## src/rtl/cmd_packet_parser.sv

```systemverilog
// Byte-stream command parser: decodes 3-byte headers, assembles write payloads
// into BRAM-width words and issues handshaked read requests.
module cmd_packet_parser #(
    parameter int DATA_WIDTH     = 64,
    parameter int DATA_WORDS     = 32,
    parameter int ADDR_WIDTH     = 16,
    parameter int TIMEOUT_CYCLES = 100000
) (
    input  logic                  clk_in,
    input  logic                  rst_in,
    input  logic                  byte_valid_in,
    input  logic [7:0]            byte_in,
    output logic                  wr_valid_out,
    output logic                  wr_target_out,
    output logic [ADDR_WIDTH-1:0] wr_addr_out,
    output logic [DATA_WIDTH-1:0] wr_data_out,
    output logic                  rd_valid_out,
    input  logic                  rd_ready_in,
    output logic                  rd_target_out,
    output logic [ADDR_WIDTH-1:0] rd_addr_out,
    output logic                  busy_out,
    output logic                  err_out
);

    localparam int BYTES_PER_WORD = DATA_WIDTH / 8;
    localparam int BYTE_CNT_W     = (BYTES_PER_WORD > 1) ? $clog2(BYTES_PER_WORD) : 1;
    localparam int WORD_CNT_W     = (DATA_WORDS > 1) ? $clog2(DATA_WORDS) : 1;
    localparam int IDLE_CNT_W     = $clog2(TIMEOUT_CYCLES + 1);

    localparam logic [2:0] ST_HDR0     = 3'd0;
    localparam logic [2:0] ST_HDR1     = 3'd1;
    localparam logic [2:0] ST_HDR2     = 3'd2;
    localparam logic [2:0] ST_PAYLOAD  = 3'd3;
    localparam logic [2:0] ST_READ_REQ = 3'd4;

    localparam logic [7:0] OP_WRITE_DATA = 8'h00;
    localparam logic [7:0] OP_WRITE_OP   = 8'h02;
    localparam logic [7:0] OP_READ_DATA  = 8'h04;
    localparam logic [7:0] OP_READ_INF   = 8'h07;

    logic [2:0]            state_reg;
    logic [7:0]            opcode_reg;
    logic [7:0]            addr_lo_reg;
    logic [ADDR_WIDTH-1:0] addr_reg;
    logic [BYTE_CNT_W-1:0] byte_cnt_reg;
    logic [WORD_CNT_W-1:0] word_cnt_reg;
    logic [DATA_WIDTH-1:0] word_buf_reg;
    logic [IDLE_CNT_W-1:0] idle_cnt_reg;

    logic                  wr_valid_reg;
    logic                  wr_target_reg;
    logic [ADDR_WIDTH-1:0] wr_addr_reg;
    logic [DATA_WIDTH-1:0] wr_data_reg;
    logic                  rd_valid_reg;
    logic                  rd_target_reg;
    logic [ADDR_WIDTH-1:0] rd_addr_reg;
    logic                  err_reg;

    logic [15:0]           hdr_addr16;
    logic [ADDR_WIDTH-1:0] hdr_addr;
    logic [DATA_WIDTH-1:0] word_next;
    logic                  timed_state;
    logic                  timeout_hit;
    logic                  word_last_byte;
    logic                  last_word;

    assign hdr_addr16 = {byte_in, addr_lo_reg};

    // Header address is 16 bits on the wire; fit it to ADDR_WIDTH.
    genvar gi;
    generate
        for (gi = 0; gi < ADDR_WIDTH; gi++) begin : g_addr
            if (gi < 16) begin : g_copy
                assign hdr_addr[gi] = hdr_addr16[gi];
            end else begin : g_zero
                assign hdr_addr[gi] = 1'b0;
            end
        end
    endgenerate

    // Little-endian lane insert: byte k of a word lands in bits [8k+7:8k].
    generate
        for (gi = 0; gi < BYTES_PER_WORD; gi++) begin : g_lane
            assign word_next[gi*8 +: 8] = (byte_cnt_reg == BYTE_CNT_W'(gi)) ?
                                          byte_in : word_buf_reg[gi*8 +: 8];
        end
    endgenerate

    assign timed_state    = (state_reg == ST_HDR1) || (state_reg == ST_HDR2) ||
                            (state_reg == ST_PAYLOAD);
    assign timeout_hit    = timed_state && !byte_valid_in &&
                            (idle_cnt_reg == IDLE_CNT_W'(TIMEOUT_CYCLES - 1));
    assign word_last_byte = (byte_cnt_reg == BYTE_CNT_W'(BYTES_PER_WORD - 1));
    assign last_word      = (word_cnt_reg == WORD_CNT_W'(DATA_WORDS - 1));

    always_ff @(posedge clk_in) begin
        if (rst_in) begin
            state_reg     <= ST_HDR0;
            opcode_reg    <= '0;
            addr_lo_reg   <= '0;
            addr_reg      <= '0;
            byte_cnt_reg  <= '0;
            word_cnt_reg  <= '0;
            word_buf_reg  <= '0;
            idle_cnt_reg  <= '0;
            wr_valid_reg  <= 1'b0;
            wr_target_reg <= 1'b0;
            wr_addr_reg   <= '0;
            wr_data_reg   <= '0;
            rd_valid_reg  <= 1'b0;
            rd_target_reg <= 1'b0;
            rd_addr_reg   <= '0;
            err_reg       <= 1'b0;
        end else begin
            wr_valid_reg <= 1'b0;
            err_reg      <= 1'b0;

            if (timed_state && !byte_valid_in)
                idle_cnt_reg <= idle_cnt_reg + IDLE_CNT_W'(1);
            else
                idle_cnt_reg <= '0;

            if (timeout_hit) begin
                // Abandon the packet; any partial word is simply forgotten.
                state_reg    <= ST_HDR0;
                err_reg      <= 1'b1;
                byte_cnt_reg <= '0;
                idle_cnt_reg <= '0;
            end else begin
                case (state_reg)
                    ST_HDR0: begin
                        if (byte_valid_in) begin
                            opcode_reg <= byte_in;
                            state_reg  <= ST_HDR1;
                        end
                    end
                    ST_HDR1: begin
                        if (byte_valid_in) begin
                            addr_lo_reg <= byte_in;
                            state_reg   <= ST_HDR2;
                        end
                    end
                    ST_HDR2: begin
                        if (byte_valid_in) begin
                            case (opcode_reg)
                                OP_WRITE_DATA, OP_WRITE_OP: begin
                                    addr_reg     <= hdr_addr;
                                    byte_cnt_reg <= '0;
                                    word_cnt_reg <= '0;
                                    state_reg    <= ST_PAYLOAD;
                                end
                                OP_READ_DATA, OP_READ_INF: begin
                                    rd_valid_reg  <= 1'b1;
                                    rd_target_reg <= (opcode_reg == OP_READ_INF);
                                    rd_addr_reg   <= hdr_addr;
                                    state_reg     <= ST_READ_REQ;
                                end
                                default: begin
                                    err_reg   <= 1'b1;
                                    state_reg <= ST_HDR0;
                                end
                            endcase
                        end
                    end
                    ST_PAYLOAD: begin
                        if (byte_valid_in) begin
                            if (opcode_reg == OP_WRITE_OP) begin
                                wr_valid_reg  <= 1'b1;
                                wr_target_reg <= 1'b1;
                                wr_addr_reg   <= addr_reg;
                                wr_data_reg   <= DATA_WIDTH'(byte_in);
                                state_reg     <= ST_HDR0;
                            end else if (word_last_byte) begin
                                wr_valid_reg  <= 1'b1;
                                wr_target_reg <= 1'b0;
                                wr_addr_reg   <= addr_reg;
                                wr_data_reg   <= word_next;
                                word_buf_reg  <= word_next;
                                addr_reg      <= addr_reg + ADDR_WIDTH'(1);
                                byte_cnt_reg  <= '0;
                                word_cnt_reg  <= word_cnt_reg + WORD_CNT_W'(1);
                                if (last_word)
                                    state_reg <= ST_HDR0;
                            end else begin
                                word_buf_reg <= word_next;
                                byte_cnt_reg <= byte_cnt_reg + BYTE_CNT_W'(1);
                            end
                        end
                    end
                    ST_READ_REQ: begin
                        // Incoming bytes are dropped until the request is taken.
                        if (rd_valid_reg && rd_ready_in) begin
                            rd_valid_reg <= 1'b0;
                            state_reg    <= ST_HDR0;
                        end
                    end
                    default: state_reg <= ST_HDR0;
                endcase
            end
        end
    end

    assign wr_valid_out  = wr_valid_reg;
    assign wr_target_out = wr_target_reg;
    assign wr_addr_out   = wr_addr_reg;
    assign wr_data_out   = wr_data_reg;
    assign rd_valid_out  = rd_valid_reg;
    assign rd_target_out = rd_target_reg;
    assign rd_addr_out   = rd_addr_reg;
    assign err_out       = err_reg;
    assign busy_out      = (state_reg != ST_HDR0);

endmodule

```

## config.mk

```make
export PLATFORM = sky130hd
export DESIGN_NAME = cmd_packet_parser
export DESIGN_NICKNAME = d
export VERILOG_FILES = /design/src/rtl/cmd_packet_parser.sv
export SDC_FILE = /design/constraint.sdc
export NUM_CORES = 1
export LEC_CHECK = 0
export ABC_CLOCK_PERIOD_IN_PS = 3200
export CAP_MARGIN = 5
export CELL_PAD_IN_SITES_DETAIL_PLACEMENT = 0
export CELL_PAD_IN_SITES_GLOBAL_PLACEMENT = 1
export CORE_UTILIZATION = 46
export DETAILED_ROUTE_END_ITERATION = 10
export PLACE_DENSITY = 0.89
export SLEW_MARGIN = 25
export SYNTH_ARGS = -nofsm -noshare
export SYNTH_HDL_FRONTEND = slang
export SYNTH_SLANG_ARGS = --single-unit
```

## constraint.sdc

```tcl
create_clock -name clk_in -period 3.2 [get_ports clk_in]
set_input_delay 0.64 -clock clk_in [delete_from_list [all_inputs] [get_ports clk_in]]
set_output_delay 0.64 -clock clk_in [all_outputs]
set_load 0.1 [all_outputs]
```

==> run_1/clocks.png <==
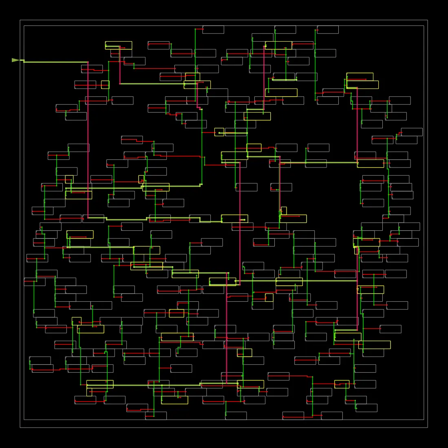
clock skew after layout: 0.00928 ns
Seq cells: 217
clk ins delay skew pair: 0.51 ns
Sinks on Clock Net: 217
P_clk: 0.00294 W

==> run_1/layer_met4.png <==
The bar under the picture is 50 um long. Cells faint in the background.
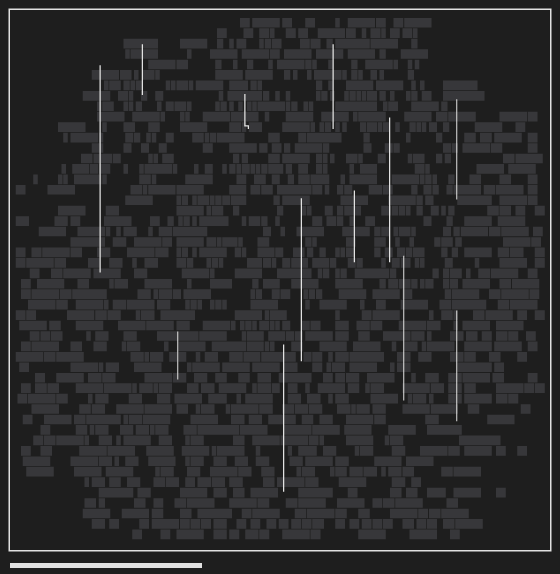
wire length on this layer	338 um
nets with wire on the layer	7

==> run_1/sizes.png <==
The bar under the picture is 50 um long.
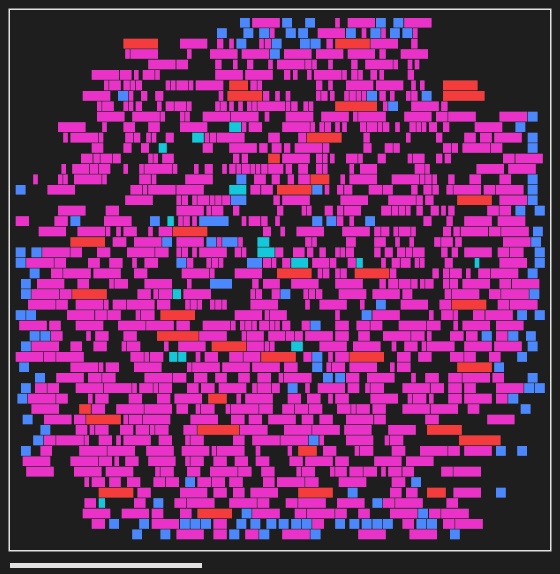
color	size	cells	share
magenta	_0 and _1 cells	849	83%
cyan	_2 cells	15	1.5%
red	_6 and larger	35	3.4%
blue	_3 and _4 cells	130	13%

==> run_1/layer_met2.png <==
Cells faint in the background.
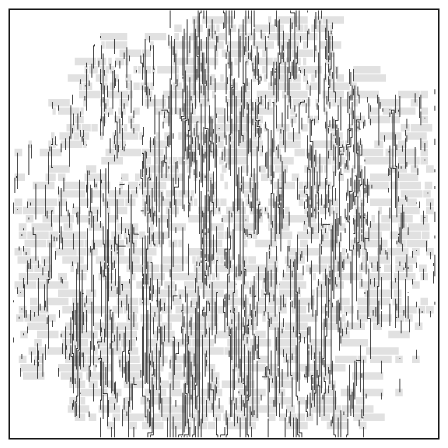
longest straight run	73.8 um
share of all routed wire	45%

==> notes.md, run 1 <==
Item: results of the latest flow run.

- The run finished with clean final reports.
- The region available for standard cell placement spans 18800 um^2.
- The layout has 29 clock buffers.
- The script computed a power per unit cell area of 554 nW/um^2.
- The main flop type is dfxtp_1.
- The slowest library cell on the worst path is nor2_4.
- The area growth from synthesis to layout is 20.7%.
- The post-synthesis sequential element count is 217.
- The layout report lists the combined flip-flop and latch area as 4340 um^2.
- The number of buffers other than clock buffers in the final layout is 132.
- The highest layer touched by signal routing is met4.
- The relative area of clock buffers and inverters in the final design is 7.99%.
- The met2 global-route usage is 33.6%.
- In this run, the synthesized area fraction spent on and/or/nand/nor cells is recorded as 15.3%.
- Across the whole layout, storage elements make up 40.7% of the cell area.
- In the layout the commonest cells are dfxtp_1, buf_4, mux2i_1.
- Global routing finished with a remaining overflow of 0.
- The number of global-route vias before repair was 6492.
- Per report_power, the Sequential row totals 0.00274 W.
- The placed instances occupy a cell area of 9830 um^2.
- The mapped netlist covers 8850 um^2.
- The leakage component of the power was reported as 3.98 nW.
- By area, the class that comes first in the final layout consists of flip-flops and latches.
- The arrival time of data at the critical path endpoint is 3.02 ns.
- The number of cell instances after yosys synthesis is 930.
- The data-path buffer share of cell area in the final layout is 9.51%.
- The worst register-to-register path has a setup slack of 0.63 ns.
- At floorplan, the net count of the design was reported as 952.
- The destination of the worst hold path is idle_cnt_reg[0].
- The most common logic cell in the routed design is dfxtp_1.
- The tree is rooted in a clkbuf_16.
- The number of maximum-capacitance constraint violations is 0.
- The clock-pin slew on the worst setup and hold paths is 0.06 ns.
- The reg-to-reg critical path endpoint is wr_addr_out[1].
- The total buffers and inverters traversed by the critical path is 1.
- The logic depth of the worst register-to-register path is 7.
- The report lists the cells along the critical path as ha_1, ha_1, a31oi_1, nor2_1, nor2_4, buf_4, a22o_1.
- For this run, the slowest stage of the critical path takes 0.75 ns.
- The biggest power consumer among the groups is clock.
- The arithmetic-cell share of the synthesized area counting full adders, half adders and majority gates is 1.41%.
- The total CTS buffers is 23.
- The count of buffers from port buffering is 113.
- The routed length on met3 is 982 um.
- The tightest min-delay check is of the flip-flop to flip-flop type.
- 0 antenna diodes ended up in the layout.
- The non-clock inverters instantiated in the layout total 12.
- Entering global routing, the biggest net connects 49 pins.
- The cell type with the highest aggregate area in the netlist is dfxtp_1.
- Yosys attributes the largest share of cell area to dfxtp_1, mux2i_1, o2bb2ai_1.
- The mean number of vias per cell is 5.38.
- The wire length of the first global-routing pass is 33500 um.
- The register with the most flip-flops in the layout has 64 of them.
- According to the floorplan report, the die width is 141 um.
- The critical path ends at wr_addr_out[1].
- STA classifies the critical path startpoint as a flip-flop.
- For this run the detailed placement stage logged an HPWL of 13300 um.
- STA classifies the critical path endpoint as a flip-flop.
- CTS built an H-tree with a depth of 1.
- The most frequent cell on the critical path is ha_1.
- The net switching fraction of the power is 21.7%.
- Headroom to the max-slew limit came out at 29.7%.
- The family with the most delay on the worst path is simple AND/OR/NAND/NOR gates.
- The design area is 10700 um^2.
- After synthesis, flip-flops and latches occupy 49.1% of the total area.
- The detailed-routing iteration count for the pre-antenna-repair pass is 4.
- The area of the multi-input gates is 4130 um^2.
- In the global route stage, met1 resource usage came out at 28.8%.
- After synthesis, the netlist uses 61 different library cells.
- Yosys reported that registers with async set or reset make up 0%.
- In this run, the number of DRC markers left after iteration 0 of detailed routing was 325.
- The count of instances resized after the clock tree is built is 0.
- Total global-route track usage over all layers is 20.8%.
- The detail route stage leaves a number of antenna-violating nets equal to 0.
- The number of flops mapped to enable cells by yosys is 0.
- The floorplan die area is 19800 um^2.
- Per the final timing report, the hold violations number 0.
- The synthesis log from Yosys contains 0 warnings.
- The type of the worst setup path is flip-flop to flip-flop.
- The post-detailed-route DRC marker count is 0.
- The report lists the number of standard-cell rows as 50.
- Before placement the cells fill 47.1% of the core.
- The number of buffers added for setup after CTS is 0.
run 1: Yosys cell counts, types with 10 or more instances:
cell type and number:
xnor2_1 13, nand2_1 109, buf_2 12, dfxtp_1 217, nor3_1 10, a21oi_1 63
a22o_1 25, ha_1 10, o21ai_0 18, clkbuf_1 54, nand3_1 12, inv_1 11
nor2_1 100, and3_1 10, mux2i_1 113, o2bb2ai_1 56
run 1: metrics by stage:
step           utilization [%]  hold slack [ns]  cells  setup WS (ns)
2_1_floorplan                -            0.413    930           1.16
3_3_place_gp              52.4            0.425   1221          0.376
3_5_place_dp              52.4            0.444   1221          0.321
4_1_cts                   56.9            0.457   1263          0.635
5_1_grt                   56.9            0.473   1263          0.420
6_report                  56.9            0.451   1263          0.627
## Run 2: what changed since run 1
ABC_CLOCK_PERIOD_IN_PS = 2350   (was 3200)
CORE_UTILIZATION = 38   (was 46)
PLACE_DENSITY = 0.79   (was 0.89)
clock period = 2.35 ns   (was 3.2 ns; I/O delays follow)
==> run_2/layer_met2.png <==
Cells faint in the background.
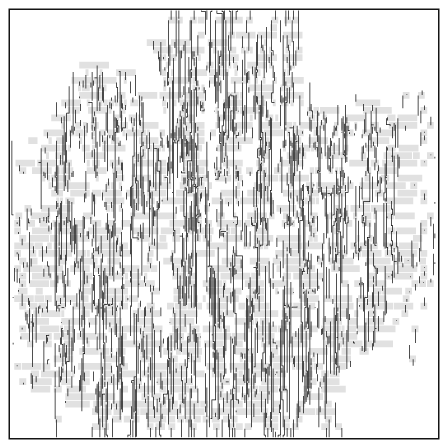
nets with wire on the layer	834
longest straight run	44.2 um
main direction	vertical
share of all routed wire	45%

==> notes.md, run 2 <==
Item: results of the latest flow run.

- The cell type with the highest aggregate area in the netlist is dfxtp_1.
- The run finished with clean final reports.
- Counting endpoints that fail hold in the final report gives 0.
- The worst hold slack is 0.204 ns.
- The uppermost layer routed is met4.
- The number of maximum-capacitance constraint violations is 0.
- The synthesis report gives the async set-or-reset register share as 0%.
- The synthesis report lists the Yosys warning total as 0.
- The count of H-tree levels built during CTS is 1.
- The analysis attributes to cell leakage a power of 4.16 nW.
- The count of instances resized after the clock tree is built is 0.
- The number of cell instances after yosys synthesis is 930.
- The first detailed-routing pass took 5 iterations.
- The mean number of vias per cell is 5.18.
- The synthesis stat section lists a flop and latch total of 217.
- The utilization of the core after routing is 48.7%.
- Ranked by power, first place goes to clock.
- The number of placement rows is 55.
- The power report shows net switching accounting for 22.3% of the total.
- In this run the post-CTS setup repair buffer count came out at 0.
- The synthesized netlist occupies a cell area of 8850 um^2.
- The internal reg-to-reg setup slack is 0.17 ns.
- The number of global-route vias before repair is 6510.
- The top cell types in the final layout, fill and taps aside, are dfxtp_1, buf_4, mux2i_1.
- The first global-routing pass estimated 34700 um of wire.
- After layout, the setup clock skew is reported as 0.0204 ns.
- The sequential element share of the synthesized area is 49.1%.
- The main flop type is dfxtp_1.
- Ranked by instance count, the synthesized netlist is headed by dfxtp_1, mux2i_1, nand2_1.
- For the worst reg-to-reg path, the endpoint reported by OpenROAD is wr_data_out[48].
- The DRC violation total after the first TritonRoute iteration is 315.
- In the post-synthesis netlist, the biggest area contributors are dfxtp_1, mux2i_1, o2bb2ai_1.
- The final timing report gives a worst setup slack of 0.174 ns.
- The clock net sink count is 217.
- The share of the core area taken by cells at floorplan is 39.0%.
- The total CTS buffers is 24.
- The post-detailed-route count of antenna-violating nets is 0.
- The met2 global-route usage is 28.4%.
- The floorplan step set the die width to 155 um.
- The number of library cell types mapped by synthesis is 61.
- The clock-pin slew on the worst setup and hold paths is 0.06 ns.
- The count of buffers from port buffering is 113.
- The skew report gives the latency at the later pin of the worst-skew pair as 0.52 ns.
- The net count after synthesis is 952.
- The worst register-to-register path depth is 7.
- The remaining global-route overflow is 0.
- Counting flops with a built-in enable in the synthesized netlist gives 0.
- The worst min-delay path class is input port to flip-flop.
- Before CTS, the worst setup slack after placement is -0.0179 ns.
- The flow reports power dissipated in sequential cells as 0.00373 W.
- The DRC violation total left in the routed layout is recorded as 0.
- The element type at the critical path end is a flip-flop.
- The headroom to the max-slew limit is 48.2%.
==> run_2/wires.png <==
Only two layers are drawn.
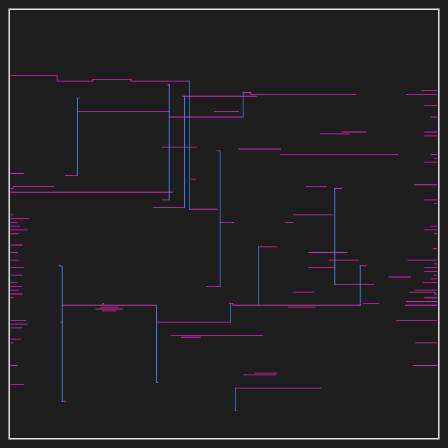
color	layer	wire length
magenta	metal 3	989 um
blue	metal 4	376 um

## run 2: cell families after synthesis
group / count (synthesis)
and+or+nand+nor: 294
buffers and inverters: 87
xor gates and xnor gates: 17
DFF: 217
adders and majority gates: 10
muxes: 113
AOI/OAI and AO/OA: 192
## run 2: final cells by class
type                       instances  area [um^2]
antenna                            1         2.50
clock buffer                      32          661
clock inverter                    12          146
fill                            2202        11700
inverter                          12         45.0
multi-input combinational        626         4130
sequential                       217         4340
tap                              285          357
timing repair buffer             160         1360
## run 2: worst max-delay path, cell delays in order (launching register included)
cell and delay (ns):
dfxtp_1 0.35, ha_1 0.23, ha_1 0.21, a31oi_1 0.20
nor2_1 0.10, nor2_4 0.60, buf_12 0.27, o2bb2ai_1 0.13
Power and IR drop assume default switching activity.
